$ cat src/rtl/wl_sort3.sv
// Three-element unsigned sorter: a three-stage registered compare-swap pipeline.
// Produces descending order (max in the MSB field) with 3-cycle latency.
module wl_sort3 #(
  parameter int unsigned DW = 8
) (
  input  logic            clk,
  input  logic            rst_b,
  input  logic [3*DW-1:0] din,
  output logic [3*DW-1:0] dout
);

  localparam int unsigned W = 3 * DW;

  logic [W-1:0] s1_d, s1_q;
  logic [W-1:0] s2_d, s2_q;
  logic [W-1:0] s3_d;

  // Stage 1: order (E2, E1); swap only when the lower field is strictly greater.
  always_comb begin
    s1_d = din;
    if (din[2*DW-1:DW] > din[3*DW-1:2*DW]) begin
      s1_d = {din[2*DW-1:DW], din[3*DW-1:2*DW], din[DW-1:0]};
    end
  end

  // Stage 2: order (stage-1 low, E0), pushing the minimum into the LSB field.
  always_comb begin
    s2_d = s1_q;
    if (s1_q[DW-1:0] > s1_q[2*DW-1:DW]) begin
      s2_d = {s1_q[3*DW-1:2*DW], s1_q[DW-1:0], s1_q[2*DW-1:DW]};
    end
  end

  // Stage 3: order the two upper fields to settle max and median.
  always_comb begin
    s3_d = s2_q;
    if (s2_q[2*DW-1:DW] > s2_q[3*DW-1:2*DW]) begin
      s3_d = {s2_q[2*DW-1:DW], s2_q[3*DW-1:2*DW], s2_q[DW-1:0]};
    end
  end

  // Pipeline registers; reset clears every stage so no in-flight data survives.
  always_ff @(posedge clk or negedge rst_b) begin
    if (!rst_b) begin
      s1_q <= '0;
      s2_q <= '0;
      dout <= '0;
    end else begin
      s1_q <= s1_d;
      s2_q <= s2_d;
      dout <= s3_d;
    end
  end

endmodule

$ cat config.mk
export PLATFORM = sky130hd
export DESIGN_NAME = wl_sort3
export DESIGN_NICKNAME = d
export VERILOG_FILES = /design/src/rtl/wl_sort3.sv
export SDC_FILE = /design/constraint.sdc
export NUM_CORES = 1
export LEC_CHECK = 0
export CAP_MARGIN = 10
export CORE_MARGIN = 5
export CORE_UTILIZATION = 60
export CTS_BUF_LIST = sky130_fd_sc_hd__clkbuf_8
export DETAILED_ROUTE_END_ITERATION = 8
export PLACE_DENSITY = 0.87
export SLEW_MARGIN = 10
export SYNTH_ARGS = -nofsm -noshare
export SYNTH_HDL_FRONTEND = slang
export SYNTH_SLANG_ARGS = --single-unit
$ cat constraint.sdc
create_clock -name clk -period 3.91 [get_ports clk]
set_input_delay 0.782 -clock clk [delete_from_list [all_inputs] [get_ports clk]]
set_output_delay 0.782 -clock clk [all_outputs]
set_load 0.01 [all_outputs]
Fig. 1: run 1, floorplan with the power grid
Bar = 20 um. Pins as bars on the die edge.
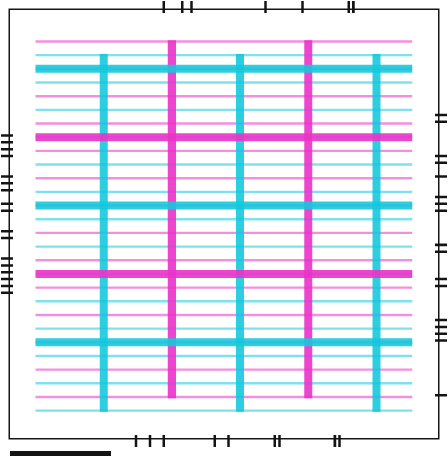
[cyan] VSS
[magenta] VDD
signal pins: 50
met1 rails: 28
met5 straps: 5
met4 straps: 5
rows: 27

Fig. 2: run 1, cells coloured by class
Bar = 20 um.
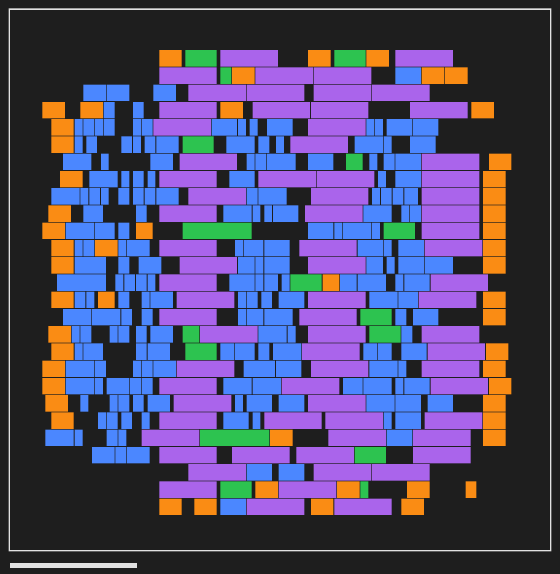
[purple] flip-flops | cells: 72
[green] clock drivers and dummy loads | cells: 16
[orange] other buffers and delay cells | cells: 52
[blue] all other logic | cells: 202

==> results_slide.txt, run 1 <==
Synthesis and Place & Route Summary

Placement
  – PortBufs: roughly 49
  – Pre-CTS setup slack: roughly 800 ps
  – GP Congestion: slightly above 0.8
  – Detailed Place HPWL: 4.29 mm

Floorplan
  – Chip area: 0.00725 mm^2
  – Core region area: 0.00551 mm^2
  – Core Util at FP: 0.615
  – Chip width: 85.1 um
  – Tap Count: 72
  – IO Pins: about 50
  – DIE HEIGHT: roughly 85 um

Critical path
  – Critical path, cell by cell: clkdlybuf4s50_1, inv_1, ha_1, a21oi_1, o21ai_2, buf_4, o21ai_0, a221o_1
  – Crit path capture: s1_q[11]
  – Crit path largest cell delay: ~550 ps
  – Critical path depth: 8
  – Critical Path Source: din[21]
  – Top delay family on crit path: buffers and inverters
  – CP max FO: 20

Clock tree
  – Clk slew on worst S/H paths: about 70 ps
  – Num CTS Buffers: 9
  – Max H-tree Level: 3
  – Number of setup buffers added after CTS: 0
  – Root Buffer: clkbuf_8
  – CTS tree: built
  – Max clock buf depth: 2

Logic synthesis
  – Post-Syn Area per Cell: around 12 um^2
  – FF+latch count, synth: 72
  – Aoi/oai-family share of the synthesized area: 0.143
  – Basic Gates by Area: 0.0942
  – Seq/Total Area, Yosys: 0.532
  – Yosys Instances: 284
  – Yosys chip area: 0.00339 mm^2
  – Yosys xor share: 0
  – Mapped cell area: between 0.003 and 0.004 mm^2
  – Syn Inst Count: approximately 280

Layout
  – Registers: approximately 72
  – Logic area: around 0.0014 mm^2
  – Layout Nets: between 300 and 400
  – Fin cells: ~410
  – Filler Cell Count: 353
  – Layout area overhead: 22.0%
  – Flop area: about 0.0018 mm^2
  – Non-CTS buffers: around 52
  – Seq area share: 0.436
  – Comb/total area: 0.343
  – Top class by area: sequential cells
  – Layout clock area frac: 0.0536
  – Inverters: 25
  – Layout non-clock buf frac: 0.123
  – Regs by FF count: dout: 24 flops, s1_q: 24 flops, s2_q: 24 flops

Global routing
  – M3 GR Usage: 0.0534
  – Total grt overflow: 0
  – Vias in the first global route: ~2200
  – Pin count of the biggest net entering global routing: around 43
  – Initial antenna violation count: 0

Routing
  – Detailed Route WL: between 5 and 6 mm
  – DRT antenna net count: 0
  – Max layer used: met4
  – Via count: ~2300
  – DR WL met3: 329 um
  – Met1 WL: 2.31 mm
  – # DRC: 0

Final timing
  – Tightest Pin Transition: ~860 ps
  – Period utilization: 0.706
  – Final setup viols: 0
  – Unrepaired setup endpoints after global routing: false
  – Worst clock skew: around 5.5 ps
  – PnR worst setup slack: 1150 ps

Pwr
  – Top pwr grp: registers
  – Sequential power: just over 1 mW
  – Sw Pwr: between 0.6 and 0.7 mW
  – Logic gate share of total power: 0.325
  – P_comb: 0.787 mW
  – Clock power frac: 0.257
  – Power, Total: ~2.4 mW
  – Pint: ~1.7 mW

Outcome
  – Status: completed

Worst hold path
  – Worst Hold Class: reg2reg
  – Worst hold path startpoint: s2_q[4]

Flow run
  – Tool warnings: 26
Fig. 3: run 1, clock network drawn from the DEF
Bar = 20 um.
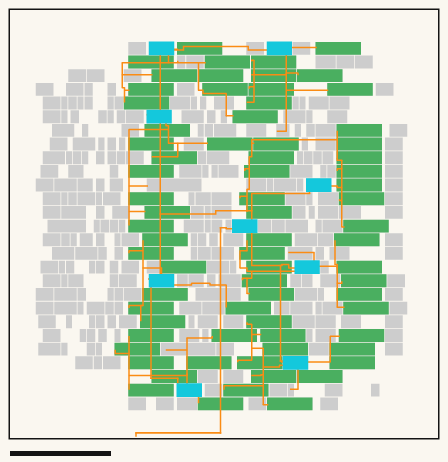
[orange] clock wires | length: 686 um
[cyan] cells driving clock nets | count: 9
[green] flip-flops | count: 72
routed clock nets: 10

## run 1: cells in the mapped netlist
cell	number	area share
dfrtp_1	72	0.53
mux2_2	27	0.090
nand2_1	26	0.029
inv_1	25	0.028
ha_1	24	0.089
a221o_1	16	0.047
nand3_1	16	0.024
o21ai_0	12	0.018
o21ai_1	11	0.016
a21oi_1	10	0.015
nor2_1	6	0.0066
a211oi_1	4	0.0089
o21ai_2	4	0.010
o221a_2	4	0.013
and4_1	3	0.0078
buf_2	3	0.0044
buf_4	3	0.0066
buf_6	3	0.010
a21boi_2	2	0.0066
nand4_1	2	0.0037
o211ai_2	2	0.0074
or2_2	2	0.0037
clkbuf_1	1	0.0011
mux2_1	1	0.0033
nand2b_4	1	0.0041
nand4_4	1	0.0063
nor2b_1	1	0.0018
nor2b_4	1	0.0041
nor3b_2	1	0.0037
Fig. 4: run 1, wiring by layer
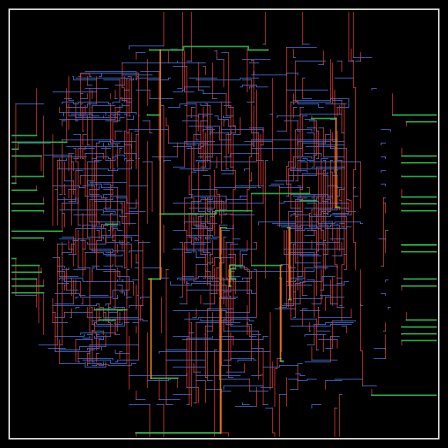

--- run 2 (diff from run 1) ---
- CORE_UTILIZATION: 60 -> 51
- PLACE_DENSITY: 0.87 -> 0.79
- clock period: 3.91 -> 2.51 ns (I/O delays scaled with it)
Fig. 5: run 2, wiring by layer
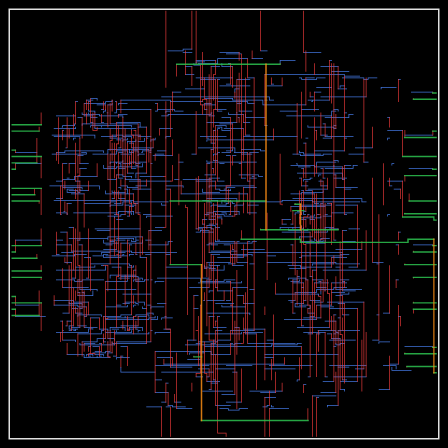
[orange] met4 | wire length: 103 um
[green] met3 | wire length: 305 um
[red] met2 | wire length: 2750 um
[blue] met1 | wire length: 2470 um

==> results_slide.txt, run 2 <==
Synthesis and Place & Route Summary

Routing
  – # DRC: 0 (unchanged)
  – DR WL met3: 304 um (-7.6%)
  – 1st-pass router iterations: 4
  – Met1 WL: 2.47 mm (+6.9%)
  – WL/cell: between 10 and 15 um
  – Max layer used: met4
  – First DRT Iteration DRCs: 81
  – Detailed Route WL: 5.63 mm (-2.6%)
  – DRT antenna net count: 0 (unchanged)
  – Via density: about 5.3
  – Via count: 2302 (-0.95%)
  – WL met2: between 2 and 3 mm

Floorplan
  – Row count: 29
  – Chip area: 0.00837 mm^2 (+16%)
  – Core region area: 0.00642 mm^2 (+17%)
  – DIE HEIGHT: 91.5 um (+7.5%)
  – IO Pins: 50 (unchanged)
  – Core Util at FP: 0.528 (-0.0877)
  – Chip width: 91.5 um (+7.5%)

Placement
  – DP Area: about 0.0041 mm^2
  – Placed Cells: between 400 and 500
  – Detailed Place HPWL: 4.21 mm (-1.8%)
  – Pre-CTS setup slack: -189 ps (-992 ps)
  – PortBufs: 49 (unchanged)
  – GP Congestion: 0.763 (-7.2%)

Final timing
  – Final setup viols: 0 (unchanged)
  – Period utilization: 0.875
  – Crit path time final: ~2200 ps
  – Worst clock skew: 7.16 ps (+1.65 ps)
  – Unrepaired setup endpoints after global routing: false
  – Max Slew Vio Count: 0
  – TNS Setup: 0 ps
  – WHS: 351 ps
  – Fmax: roughly 0.46 GHz
  – Endpoints failing hold: 0
  – Tightest Pin Transition: 833 ps (-24.1 ps)
  – PnR worst setup slack: 315 ps (-835 ps)
  – Slew headroom: 0.444

Pwr
  – VDD IR max: ~0.33 mV
  – Pint: 2.57 mW (+47%)
  – Clock power frac: 0.209 (-0.048)
  – Power, Total: 3.59 mW (+48%)
  – Logic gate share of total power: 0.352 (+0.027)
  – Leakage: 1.95 nW
  – P per Cell Area: 847 mW/mm^2
  – Power in the clock group: 0.749 mW
  – P_comb: 1.26 mW (+60%)
  – Sequential power: 1.58 mW (+56%)
  – Top pwr grp: registers
  – Switching Share: 0.284
  – Sequential power share: 0.439
  – Sw Pwr: 1.02 mW (+51%)

Logic synthesis
  – Post-Syn Area per Cell: 11.9 um^2 (unchanged)
  – Syn Inst Count: 284 (unchanged)
  – Yosys Instances: 284 (unchanged)
  – Seq/Total Area, Yosys: 0.532 (unchanged)
  – FF+latch count, synth: 72 (unchanged)
  – Yosys top cell by instances: dfrtp_1
  – Post-synth top cells: 72 x dfrtp_1, 27 x mux2_2, 26 x nand2_1
  – Flip-flops with a built-in enable: 0 (unchanged)
  – Basic Gates by Area: 0.0942 (unchanged)
  – Mapped cell area: 0.00339 mm^2 (unchanged)
  – Area share, top type: 0.532 (unchanged)
  – Cell variety after synth: 29
  – Yosys chip area: 0.00339 mm^2 (unchanged)
  – Aoi/oai-family share of the synthesized area: 0.143 (unchanged)
  – Synth mux share: 0.0931
  – Asr flop ratio synth: 1.00 (unchanged)
  – Cell area leaders: dfrtp_1 53%, mux2_2 9.0%, ha_1 8.9%
  – Floorplan Nets: about 330
  – Dominant register cell: dfrtp_1
  – Synthesis Warnings: 0
  – Yosys xor share: 0 (unchanged)
  – Synth Area in Adders: 0.0886
  – Yosys top cell by area: dfrtp_1
  – Synth logic family: AND-OR/OR-AND gates

Critical path
  – Crit path largest cell delay: 390 ps (-160 ps)
  – R2R Setup Slk: around 310 ps
  – Critical path buffers and inverters: 1
  – Top delay family on crit path: AND-OR/OR-AND gates
  – Critical path data required time: 2730 ps
  – Crit. End Element: flop
  – Critical path, cell by cell: ha_1, a21oi_1, a21boi_2, o21ai_2, buf_4, mux2_2
  – WS Path Type: reg2reg
  – Critical path depth: 6 (-2)
  – Crit start category: flop
  – Worst reg2reg path depth: 6
  – CP arrival: between 2000 and 2500 ps
  – Master of the slowest instance on the critical path: dfrtp_1
  – CP max FO: 8 (-60%)

Global routing
  – GR met1 Demand/Resource: 0.164
  – Total Routing Usage GR: 0.144
  – Pin count of the biggest net entering global routing: 73 (+70%)
  – Vias in the first global route: 2142 (-4.2%)
  – Initial antenna violation count: 0 (unchanged)
  – M3 GR Usage: 0.0471 (-0.00629)
  – Total grt overflow: 0 (unchanged)
  – M2 GR Usage: 0.249
  – First-pass GRT wire length: 9.53 mm
  – GRT busiest layer: met2

Clock tree
  – Clk latency late pin: roughly 330 ps
  – Max clock buf depth: 2 (unchanged)
  – CTS tree: built
  – Max H-tree Level: 3 (unchanged)
  – CTS hold repair buffers: 0
  – Clk sinks: between 70 and 80
  – Clk slew on worst S/H paths: 70 ps (about the same)
  – Num CTS Buffers: 9 (unchanged)
  – Root Buffer: clkbuf_8

Layout
  – Share of layout cells above drive strength 1: 0.223
  – Regs by FF count: dout: 24 flops, s1_q: 24 flops, s2_q: 24 flops
  – Layout area overhead: 25.1%
  – Most numerous logic cell after layout: dfrtp_1
  – Final core occ: 0.660
  – Cell area after layout: ~0.0042 mm^2
  – Antenna diodes: 0
  – Fin cells: 435 (+5.1%)
  – Layout Nets: 406 (+4.9%)
  – Most instantiated logic cells after routing: 72 x dfrtp_1, 48 x clkdlybuf4s50_1, 27 x mux2_2

Worst hold path
  – Hold path cells: 0
  – Worst Hold Class: reg2reg

Outcome
  – Status: completed

Flow run
  – Max Cap Violations: 0
  – Tool warnings: 26 (unchanged)
Fig. 6: run 2, floorplan with the power grid
Bar = 20 um. Pins as bars on the die edge.
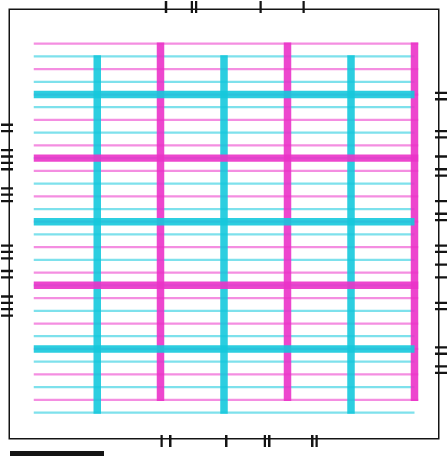
[cyan] VSS
[magenta] VDD
met5 straps: 5
signal pins: 50
met4 straps: 6
met1 rails: 30

-- run 2: repair_timing --
item	4_1_cts	5_1_grt
setup endpoints to repair	0	9
gates resized	0	1
setup buffers	0	0
-- run 2: final timing paths --
path,from,end
max in group asynchronous,rst_b,dout[4]
max,s2_q[11],dout[8]
max reg2reg,s2_q[11],dout[8]
min in group asynchronous,rst_b,s2_q[11]
min reg2reg,s2_q[4],dout[4]
min,s2_q[4],dout[4]
-- run 2: area by class of cell --
cell class,instances,area [um^2]
clock inverter,2,8.76
sequential,72,1800
inverter,25,93.8
multi-input combinational,177,1420
timing repair buffer,71,663
tap,77,96.3
fill,474,2180
clock buffer,11,151
Power figures rest on the tool's default switching activity, not on a simulated workload.
